cell_density.png
The bar under the picture is 20 um long. 10 x 10 tiles, from white (low) to dark blue (high), 0 to 100% covered.
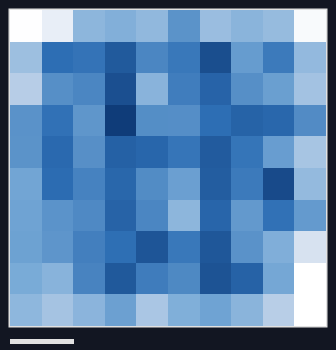
placement.png
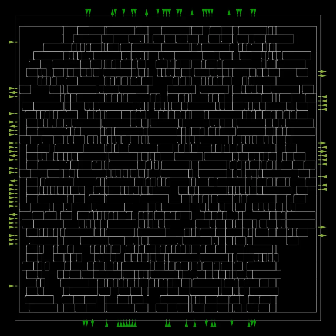
**config.mk**
```make
export PLATFORM = sky130hd
export DESIGN_NAME = systolic_result_drain
export DESIGN_NICKNAME = d
export VERILOG_FILES = /design/src/rtl/systolic_result_drain.sv
export SDC_FILE = /design/constraint.sdc
export NUM_CORES = 1
export LEC_CHECK = 0
export CORE_UTILIZATION = 50
export CTS_CLUSTER_SIZE = 24
export DETAILED_ROUTE_END_ITERATION = 8
export HOLD_SLACK_MARGIN = 0.08
export PLACE_DENSITY = 0.76
export SYNTH_ARGS = -nofsm -noshare
export SYNTH_HDL_FRONTEND = slang
export SYNTH_SLANG_ARGS = --single-unit
```
**constraint.sdc**
```tcl
create_clock -name clk -period 8.3 [get_ports clk]
set_input_delay 2.075 -clock clk [delete_from_list [all_inputs] [get_ports clk]]
set_output_delay 2.075 -clock clk [all_outputs]
set_load 0.02 [all_outputs]
```
**src/rtl/systolic_result_drain.sv**
```systemverilog
// Snapshots the systolic result vector on start and streams enabled columns in ascending order over valid/ready.
// Optional DRAIN_PARITY_EN adds out_parity, the registered XOR reduction of out_data.
module systolic_result_drain #(
  parameter int COLS      = 4,
  parameter int WORD_SIZE = 16,
  localparam int CIDX_W   = (COLS > 1) ? $clog2(COLS) : 1
) (
  input  logic                      clk,
  input  logic                      rst,
  input  logic                      start,
  input  logic [COLS*WORD_SIZE-1:0] results_in,
  input  logic [COLS-1:0]           col_en,
  output logic                      busy,
  output logic [WORD_SIZE-1:0]      out_data,
  output logic [CIDX_W-1:0]         out_col,
  output logic                      out_valid,
  input  logic                      out_ready,
  output logic                      out_last,
  output logic                      done
`ifdef DRAIN_PARITY_EN
  ,
  output logic                      out_parity
`endif
);

  // Handshake: a word moves on a rising edge where out_valid && out_ready; while
  // out_valid is high and out_ready low, out_data/out_col/out_last hold stable.
  typedef enum logic [1:0] {IDLE, STREAM, FINISH} state_t;

  state_t                    state_q, state_d;
  logic [COLS*WORD_SIZE-1:0] buf_q, buf_d;
  logic [COLS-1:0]           mask_q, mask_d;
  logic [WORD_SIZE-1:0]      data_q, data_d;
  logic [CIDX_W-1:0]         col_q, col_d;
  logic                      last_q, last_d;
  logic                      valid_q, valid_d;
  logic                      busy_q, busy_d;
  logic                      done_q, done_d;

  // {found, index} of the lowest enabled column at or above lo.
  function automatic logic [CIDX_W:0] find_en(input logic [COLS-1:0] mask, input int lo);
    logic [CIDX_W:0] r;
    r = '0;
    for (int i = COLS - 1; i >= 0; i--) begin
      if (mask[i] && (i >= lo)) r = {1'b1, i[CIDX_W-1:0]};
    end
    return r;
  endfunction

  logic [CIDX_W:0] first_hit, first_after, next_hit, next_after;

  always_comb begin
    first_hit   = find_en(col_en, 0);
    first_after = find_en(col_en, int'(first_hit[CIDX_W-1:0]) + 1);
    next_hit    = find_en(mask_q, int'(col_q) + 1);
    next_after  = find_en(mask_q, int'(next_hit[CIDX_W-1:0]) + 1);
  end

  always_comb begin
    state_d = state_q;
    buf_d   = buf_q;
    mask_d  = mask_q;
    data_d  = '0;
    col_d   = '0;
    last_d  = 1'b0;
    valid_d = 1'b0;
    busy_d  = 1'b0;
    done_d  = 1'b0;
    case (state_q)
      IDLE: begin
        if (start) begin
          buf_d  = results_in;
          mask_d = col_en;
          if (first_hit[CIDX_W]) begin
            state_d = STREAM;
            valid_d = 1'b1;
            busy_d  = 1'b1;
            col_d   = first_hit[CIDX_W-1:0];
            data_d  = results_in[first_hit[CIDX_W-1:0]*WORD_SIZE +: WORD_SIZE];
            last_d  = ~first_after[CIDX_W];
          end else begin
            state_d = FINISH;
            done_d  = 1'b1;
          end
        end
      end
      STREAM: begin
        if (!out_ready) begin
          valid_d = 1'b1;
          busy_d  = 1'b1;
          col_d   = col_q;
          data_d  = data_q;
          last_d  = last_q;
        end else if (last_q) begin
          state_d = FINISH;
          done_d  = 1'b1;
        end else begin
          // Gaps in the mask are skipped within this single cycle.
          valid_d = 1'b1;
          busy_d  = 1'b1;
          col_d   = next_hit[CIDX_W-1:0];
          data_d  = buf_q[next_hit[CIDX_W-1:0]*WORD_SIZE +: WORD_SIZE];
          last_d  = ~next_after[CIDX_W];
        end
      end
      FINISH: state_d = IDLE;
      default: state_d = IDLE;
    endcase
  end

  always_ff @(posedge clk or posedge rst) begin
    if (rst) begin
      state_q <= IDLE;
      buf_q   <= '0;
      mask_q  <= '0;
      data_q  <= '0;
      col_q   <= '0;
      last_q  <= 1'b0;
      valid_q <= 1'b0;
      busy_q  <= 1'b0;
      done_q  <= 1'b0;
    end else begin
      state_q <= state_d;
      buf_q   <= buf_d;
      mask_q  <= mask_d;
      data_q  <= data_d;
      col_q   <= col_d;
      last_q  <= last_d;
      valid_q <= valid_d;
      busy_q  <= busy_d;
      done_q  <= done_d;
    end
  end

  assign busy      = busy_q;
  assign out_data  = data_q;
  assign out_col   = col_q;
  assign out_valid = valid_q;
  assign out_last  = last_q;
  assign done      = done_q;

`ifdef DRAIN_PARITY_EN
  logic parity_q;

  // data_d is zero whenever the next cycle carries no word, so parity follows.
  always_ff @(posedge clk or posedge rst) begin
    if (rst) parity_q <= 1'b0;
    else     parity_q <= ^data_d;
  end

  assign out_parity = parity_q;
`endif

endmodule

```
==> flow_metrics.py <==
# Physical implementation metrics
metrics = {
    "critical_path": {
        "critPathLaunchType": "input pin",
        "cp.required_ns": 8.55,
        "crit_path_frequent_cell": "o21ai_0",
        "cp_num_buf_inv": 2,
        "worst-path-max-fanout": 24,
    },
    "grt": {
        "met1_usage_pct": 39.8,
        "antenna_found_initial": 0,
        "grt_max_degree": 95,
    },
    "hold_path": {
        "hold_start": "buf_q[48]",
    },
    "routing": {
        "firstDrtPassIters": 4,
        "vias": 4621,
        "post_drt_wl_per_cell_um": 17.2,
        "via_per_inst": 5.95,
    },
    "synth": {
        "ys_sh_xor_pct": 0.373,
        "flop_cell": "dfrtp_1",
        "ys_ff": 90,
        "ys_area_mm2": 0.00469,
        "synth_area_mm2": 0.00469,
        "ys_cells": 600,
        "top_area_cell": "dfrtp_1",
    },
    "final_layout": {
        "nFillCells": 779,
        "logic_area_mm2": 0.00219,
        "final_cell_mix": "nand2_1, clkdlybuf4s50_1, dfrtp_1, o21ai_0, a21oi_1",
        "syn2layout_area_growth_pct": 25.0,
        "n_antenna_cell": 0,
    },
    "cts": {
        "cts_tree": "yes",
        "cts_setup_buffers": 0,
        "path_clk_slew_ns": 0.08,
    },
    "sta": {
        "tightest_slew_ns": 1.13,
        "setup_viol": 0,
        "finalCritPeriodShare_pct": 52.1,
    },
    "floorplan": {
        "die_h_um": 98.9,
    },
    "pwr": {
        "p_leak_nw": 2.66,
    },
    "placed_design": {
        "post-place-cells": 760,
        "place_congestion": 0.795,
    },
    "outcome": {
        "status": "finished, final reports clean",
    },
}
Notes on cell_density.png above:
nearly empty tiles: 3.0%
tiles over 75% full: 22%
fullest tile: 95%
mean over tiles: 59%
emptiest ninth of the die: bottom right

Notes on placement.png above:
# rows: 34
Seq area share: 38.4%

## flip-flops by register name (all words and copies together), names as in the netlist
signal	count
out_last	1
busy	1
mask_q	3
buf_q	64
done	1
out_data	16
out_col	2
state_q	2
## layout make-up
| cell class | instances | area share (%) |
|---|---|---|
| Sequential cell | 90 | 38.4 |
| Multi-Input combinational cell | 442 | 37.3 |
| Timing Repair Buffer | 99 | 16.6 |
| Tap cell | 108 | 2.30 |
| Clock buffer | 10 | 2.18 |
| Clock inverter | 6 | 1.79 |
| Inverter | 21 | 1.37 |
## power breakdown
part | internal (mW) | switching (mW)
Sequential | 0.633 | 0.164
Clock | 0.199 | 0.156
Combinational | 0.347 | 0.513
Power and IR drop assume default switching activity.
